### src/rtl/mem_access_responder_if.sv
// rtl/mem_access_responder_if.sv - grant/request/response bundle between arbiter and memory responder
interface mem_access_responder_if #(
    parameter int ADDR_W = 8,
    parameter int DATA_W = 16
);
    logic [2:0]          grant;
    logic [3*ADDR_W-1:0] req_addr;
    logic [3*DATA_W-1:0] req_wdata;
    logic [2:0]          req_we;
    logic [2:0]          rsp_valid;
    logic [DATA_W-1:0]   rsp_rdata;
    logic                busy;
    logic                err;
    logic [1:0]          resp_state;

    modport master (
        output grant, req_addr, req_wdata, req_we,
        input  rsp_valid, rsp_rdata, busy, err, resp_state
    );

    modport slave (
        input  grant, req_addr, req_wdata, req_we,
        output rsp_valid, rsp_rdata, busy, err, resp_state
    );
endinterface

### src/rtl/mem_access_responder.sv
// rtl/mem_access_responder.sv - single-outstanding memory responder behind a 3-way arbiter
// Optional RESP_PARITY_EN adds rsp_parity, the XOR of rsp_rdata.
module mem_access_responder #(
    parameter int ADDR_W = 8,
    parameter int DATA_W = 16,
    parameter int DEPTH  = 256,
    parameter int RD_LAT = 2
) (
    input  logic clk,
    input  logic reset,
    mem_access_responder_if.slave bus
`ifdef RESP_PARITY_EN
    ,
    output logic rsp_parity
`endif
);
    typedef enum logic [1:0] {
        IDLE   = 2'b00,
        ACCESS = 2'b01,
        WAIT   = 2'b10,
        RESP   = 2'b11
    } state_t;

    localparam int IDX_W = (DEPTH > 1) ? $clog2(DEPTH) : 1;
    localparam logic [1:0] CNT_INIT = (RD_LAT >= 2) ? 2'(RD_LAT - 2) : 2'd0;

    state_t            state;
    logic [1:0]        id_q;
    logic [1:0]        cnt_q;
    logic [ADDR_W-1:0] addr_q;
    logic [DATA_W-1:0] wdata_q;
    logic [DATA_W-1:0] rd_q;
    logic              we_q;
    logic              addr_ok_q;
    logic [DATA_W-1:0] mem [DEPTH];

    logic [1:0]        gnt_id;
    logic              gnt_onehot;
    logic [ADDR_W-1:0] gnt_addr;
    logic              gnt_addr_ok;
    logic [DATA_W-1:0] rd_word;
    logic              rdata_load;
    logic [DATA_W-1:0] rdata_next;

    always_comb begin
        gnt_id = 2'd0;
        case (bus.grant)
            3'b010:  gnt_id = 2'd1;
            3'b100:  gnt_id = 2'd2;
            default: gnt_id = 2'd0;
        endcase
    end

    assign gnt_onehot  = $onehot(bus.grant);
    assign gnt_addr    = bus.req_addr[int'(gnt_id)*ADDR_W +: ADDR_W];
    assign gnt_addr_ok = int'({1'b0, gnt_addr}) < DEPTH;

    // Out-of-range reads return zero but still complete with a response.
    always_comb begin
        rd_word    = addr_ok_q ? mem[addr_q[IDX_W-1:0]] : '0;
        rdata_load = 1'b0;
        rdata_next = rd_word;
        if (state == ACCESS && !we_q && RD_LAT == 1) begin
            rdata_load = 1'b1;
        end else if (state == WAIT && cnt_q == 2'd0) begin
            rdata_load = 1'b1;
            rdata_next = rd_q;
        end
    end

    always_ff @(posedge clk) begin
        if (!reset && state == ACCESS && we_q && addr_ok_q) begin
            mem[addr_q[IDX_W-1:0]] <= wdata_q;
        end
    end

    always_ff @(posedge clk) begin
        if (reset) begin
            state          <= IDLE;
            id_q           <= 2'd0;
            cnt_q          <= 2'd0;
            addr_q         <= '0;
            wdata_q        <= '0;
            rd_q           <= '0;
            we_q           <= 1'b0;
            addr_ok_q      <= 1'b0;
            bus.rsp_valid  <= 3'b000;
            bus.rsp_rdata  <= '0;
            bus.busy       <= 1'b0;
            bus.err        <= 1'b0;
        end else begin
            bus.rsp_valid <= 3'b000;
            bus.err       <= 1'b0;
            if (rdata_load) begin
                bus.rsp_rdata <= rdata_next;
            end
            case (state)
                IDLE: begin
                    if (gnt_onehot) begin
                        id_q      <= gnt_id;
                        addr_q    <= gnt_addr;
                        wdata_q   <= bus.req_wdata[int'(gnt_id)*DATA_W +: DATA_W];
                        we_q      <= bus.req_we[gnt_id];
                        addr_ok_q <= gnt_addr_ok;
                        bus.err   <= !gnt_addr_ok;
                        bus.busy  <= 1'b1;
                        state     <= ACCESS;
                    end else if (bus.grant != 3'b000) begin
                        bus.err <= 1'b1;
                    end
                end
                ACCESS: begin
                    if (we_q || RD_LAT == 1) begin
                        bus.rsp_valid <= 3'b001 << id_q;
                        state         <= RESP;
                    end else begin
                        rd_q  <= rd_word;
                        cnt_q <= CNT_INIT;
                        state <= WAIT;
                    end
                end
                WAIT: begin
                    if (cnt_q == 2'd0) begin
                        bus.rsp_valid <= 3'b001 << id_q;
                        state         <= RESP;
                    end else begin
                        cnt_q <= cnt_q - 2'd1;
                    end
                end
                RESP: begin
                    bus.busy <= 1'b0;
                    state    <= IDLE;
                end
                default: state <= IDLE;
            endcase
        end
    end

    assign bus.resp_state = state;

`ifdef RESP_PARITY_EN
    always_ff @(posedge clk) begin
        if (reset) begin
            rsp_parity <= 1'b0;
        end else if (rdata_load) begin
            rsp_parity <= ^rdata_next;
        end
    end
`endif
endmodule

### src/flat_wrapper.sv
// flat-port wrapper written by rule: the top's interface ports become plain ports
module mem_access_responder_flat 
#(
    parameter int ADDR_W = 8,
    parameter int DATA_W = 16,
    parameter int DEPTH  = 256,
    parameter int RD_LAT = 2
)
  (clk, reset, bus_grant, bus_req_addr, bus_req_wdata, bus_req_we, bus_rsp_valid, bus_rsp_rdata, bus_busy, bus_err, bus_resp_state);
  mem_access_responder_if #(.ADDR_W(ADDR_W), .DATA_W(DATA_W)) bus_i ();
  input  logic clk;
  input  logic reset;
  input wire logic [$bits(bus_i.grant)-1:0] bus_grant;
  input wire logic [$bits(bus_i.req_addr)-1:0] bus_req_addr;
  input wire logic [$bits(bus_i.req_wdata)-1:0] bus_req_wdata;
  input wire logic [$bits(bus_i.req_we)-1:0] bus_req_we;
  output wire logic [$bits(bus_i.rsp_valid)-1:0] bus_rsp_valid;
  output wire logic [$bits(bus_i.rsp_rdata)-1:0] bus_rsp_rdata;
  output wire logic [$bits(bus_i.busy)-1:0] bus_busy;
  output wire logic [$bits(bus_i.err)-1:0] bus_err;
  output wire logic [$bits(bus_i.resp_state)-1:0] bus_resp_state;
  assign bus_i.grant = bus_grant;
  assign bus_i.req_addr = bus_req_addr;
  assign bus_i.req_wdata = bus_req_wdata;
  assign bus_i.req_we = bus_req_we;
  assign bus_rsp_valid = bus_i.rsp_valid;
  assign bus_rsp_rdata = bus_i.rsp_rdata;
  assign bus_busy = bus_i.busy;
  assign bus_err = bus_i.err;
  assign bus_resp_state = bus_i.resp_state;
  mem_access_responder #(.ADDR_W(ADDR_W), .DATA_W(DATA_W), .DEPTH(DEPTH), .RD_LAT(RD_LAT)) u_core (.clk(clk), .reset(reset), .bus(bus_i));
endmodule
### config.mk
export PLATFORM = sky130hd
export DESIGN_NAME = mem_access_responder_flat
export DESIGN_NICKNAME = d
export VERILOG_FILES = /design/src/rtl/mem_access_responder_if.sv /design/src/rtl/mem_access_responder.sv /design/src/flat_wrapper.sv
export SDC_FILE = /design/constraint.sdc
export NUM_CORES = 2
export LEC_CHECK = 0
export CAP_MARGIN = 20
export CELL_PAD_IN_SITES_DETAIL_PLACEMENT = 0
export CELL_PAD_IN_SITES_GLOBAL_PLACEMENT = 1
export CORE_MARGIN = 4
export CORE_UTILIZATION = 47
export DETAILED_ROUTE_END_ITERATION = 7
export DONT_BUFFER_PORTS = 1
export PLACE_DENSITY = 0.72
export SYNTH_ARGS = -nofsm -noshare
export SYNTH_HDL_FRONTEND = slang
export SYNTH_SLANG_ARGS = --single-unit
### constraint.sdc
create_clock -name clk -period 9.2 [get_ports clk]
set_input_delay 1.84 -clock clk [delete_from_list [all_inputs] [get_ports clk]]
set_output_delay 1.84 -clock clk [all_outputs]
set_load 0.05 [all_outputs]
metal_density.png
30 x 30 tiles, from dark blue (low) to red (high), scaled to the fullest tile. Values are wire area over tile area, all layers added.
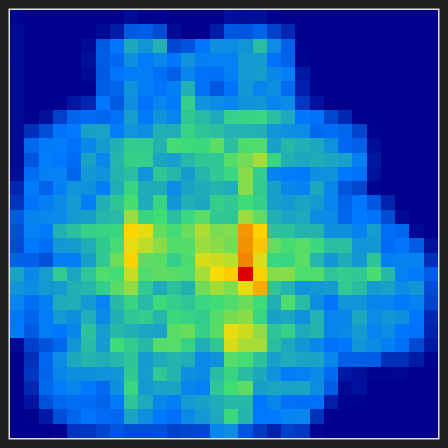
emptiest ninth of the die: upper right
tiles over half the peak: 11%
fullest tile: 0.76
densest ninth of the die: centre
nearly empty tiles: 22%

clk_routes.png
The bar under the picture is 200 µm long.
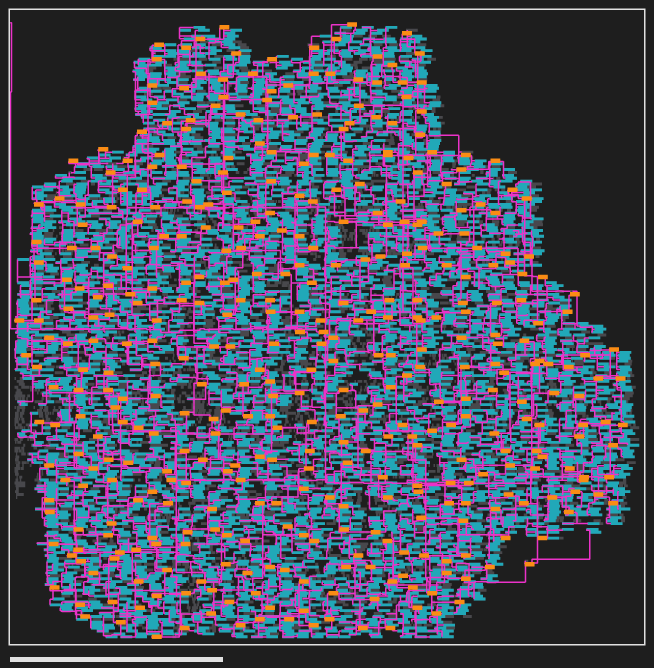
legend:
  magenta:
    item: clock wires
    length: 45.7 mm
  cyan:
    item: flip-flops
    count: 4173
  orange:
    item: clock drivers
    count: 417
routed clock nets: 418
flops lie: widely spread
clock power share: 38.5%
Clk. pwr: 0.0168 W
Setup Skew: 122 ps
clk_lat worst skew: 1000 ps

flops_by_reg.png
The bar under the picture is 200 µm long.
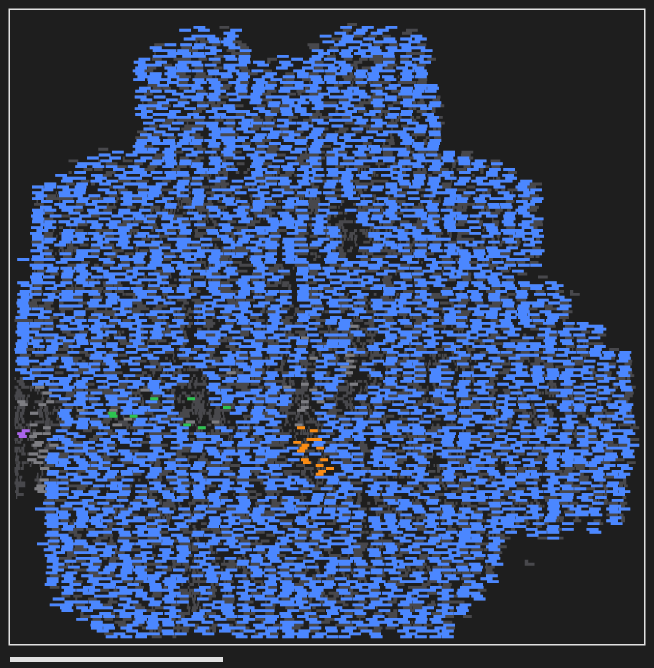
legend:
  green:
    name_in_the_netlist: u_core.addr_q
    placed_flops: 8
  blue:
    name_in_the_netlist: u_core.mem
    placed_flops: 4096
    where: widely spread
  purple:
    name_in_the_netlist: u_core.bus.rsp_valid
    placed_flops: 3
  orange:
    name_in_the_netlist: u_core.bus.rsp_rdata
    placed_flops: 16
not coloured: 50
Seq/total area: 68.7%
Core Util, Final: 53.0%
storage element area: 0.125 mm²

placement.png
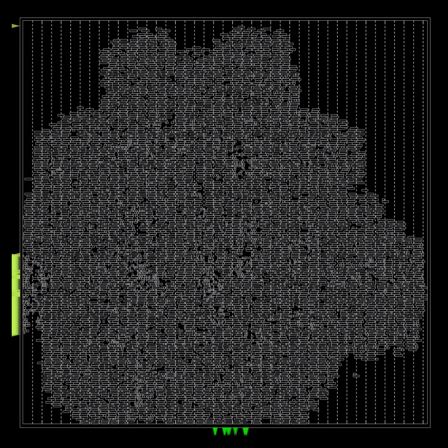
FP Rows: 215
Post-Layout Cell Count: 12740
fill count: 26024
num sequential: 4173
Core ar.: 0.343 mm²

==> flow_metrics.env <==
# yosys + openroad results
export IMPL_cts_root_buffer="clkbuf_16"
export IMPL_period_minus_slack_ps=4870
export IMPL_die_width_um=594
export IMPL_setup_viol=0
export IMPL_comb_share_pct=18.8
export IMPL_cts_sinks=4173
export IMPL_dr_first_iter_drc_count=11116
export IMPL_warnings=49
export IMPL_worstSetupPathDepth=9
export IMPL_min_delay_start="u_core.rd_q[4]"
export IMPL_first_pass_iters=5
export IMPL_grt_first_pass_wirelength_mm=601
export IMPL_top_area_cell="edfxtp_1"
export IMPL_power_w=0.0436
export IMPL_ios=103
export IMPL_synth_top_cell_by_count="edfxtp_1"
export IMPL_clock_buffers=523
export IMPL_highest_layer="met5"
export IMPL_synth_logic_top_family="multiplexers"
export IMPL_crit_arrival_ps=5800
export IMPL_clk_pin_slew_ps=70
export IMPL_outcome="finished, final reports clean"
export IMPL_avgSynthCellArea_um2=21.8
export IMPL_fp_util_pct=47.1
export IMPL_placed_cell_area_mm2=0.168
export IMPL_largest_register_ffs=4096
export IMPL_overflow=0
export IMPL_pre_cts_ws_ps=4010
export IMPL_top_area_share_pct=76.1
export IMPL_grt_use_met3_pct=5.37
export IMPL_drv_slew=0
export IMPL_drc=0
export IMPL_ys_sh_xor_pct=0
export IMPL_syn_to_final_growth_pct=12.4
export IMPL_worstSetupEndpointType="flop"
export IMPL_grt_total_usage_pct=23.6
export IMPL_holdWs_ps=458
export IMPL_yosysChipArea_mm2=0.162
export IMPL_ys_sh_aoi_pct=2.63
export IMPL_power_leakage_nw=55.8
export IMPL_top_power_group="sequential cells"
export IMPL_antenna_cells=9
export IMPL_ctsHtreeMaxLevel=5
export IMPL_yosys_top_cells_count="4096 x edfxtp_1, 973 x mux4_2, 397 x mux2i_1"
export IMPL_clk_share_pct=7.44
export IMPL_ir_drop_v=0.000216
export IMPL_swShare_pct=24.6
export IMPL_final_area_mm2=0.182
export IMPL_use_met1_pct=34.0
export IMPL_synth_adder_area_share_pct=0.0589
export IMPL_port_buffers=0
export IMPL_async_flop_share_pct=0
export IMPL_ys_cells=7417
export IMPL_seq_power_w=0.0218
export IMPL_wl_met2_mm=196
export IMPL_powerComb_w=0.00504
export IMPL_dp_hpwl_mm=256
export IMPL_cpPeakStageDelay_ps=970
export IMPL_cp_max_fo=43
export IMPL_drive_gt1_share_pct=25.5
export IMPL_cts_resized=0
export IMPL_rsz0062_at_grt="no"
export IMPL_cap_violations=0
export IMPL_cts_tree="built"
export IMPL_logic_gate_count=2802
export IMPL_wl_met1_mm=166
export IMPL_inverters=14
export IMPL_layout_cells_most_common_list="4096 x edfxtp_1, 973 x mux4_2, 421 x clkbuf_16, 397 x mux2i_1, 383 x buf_4"
export IMPL_post_cts_repair_setup_buffers=0
export IMPL_crit_path_end="u_core.rd_q[1]"
export IMPL_crit_path_frequent_cell="buf_4"
Power and IR drop assume default switching activity.
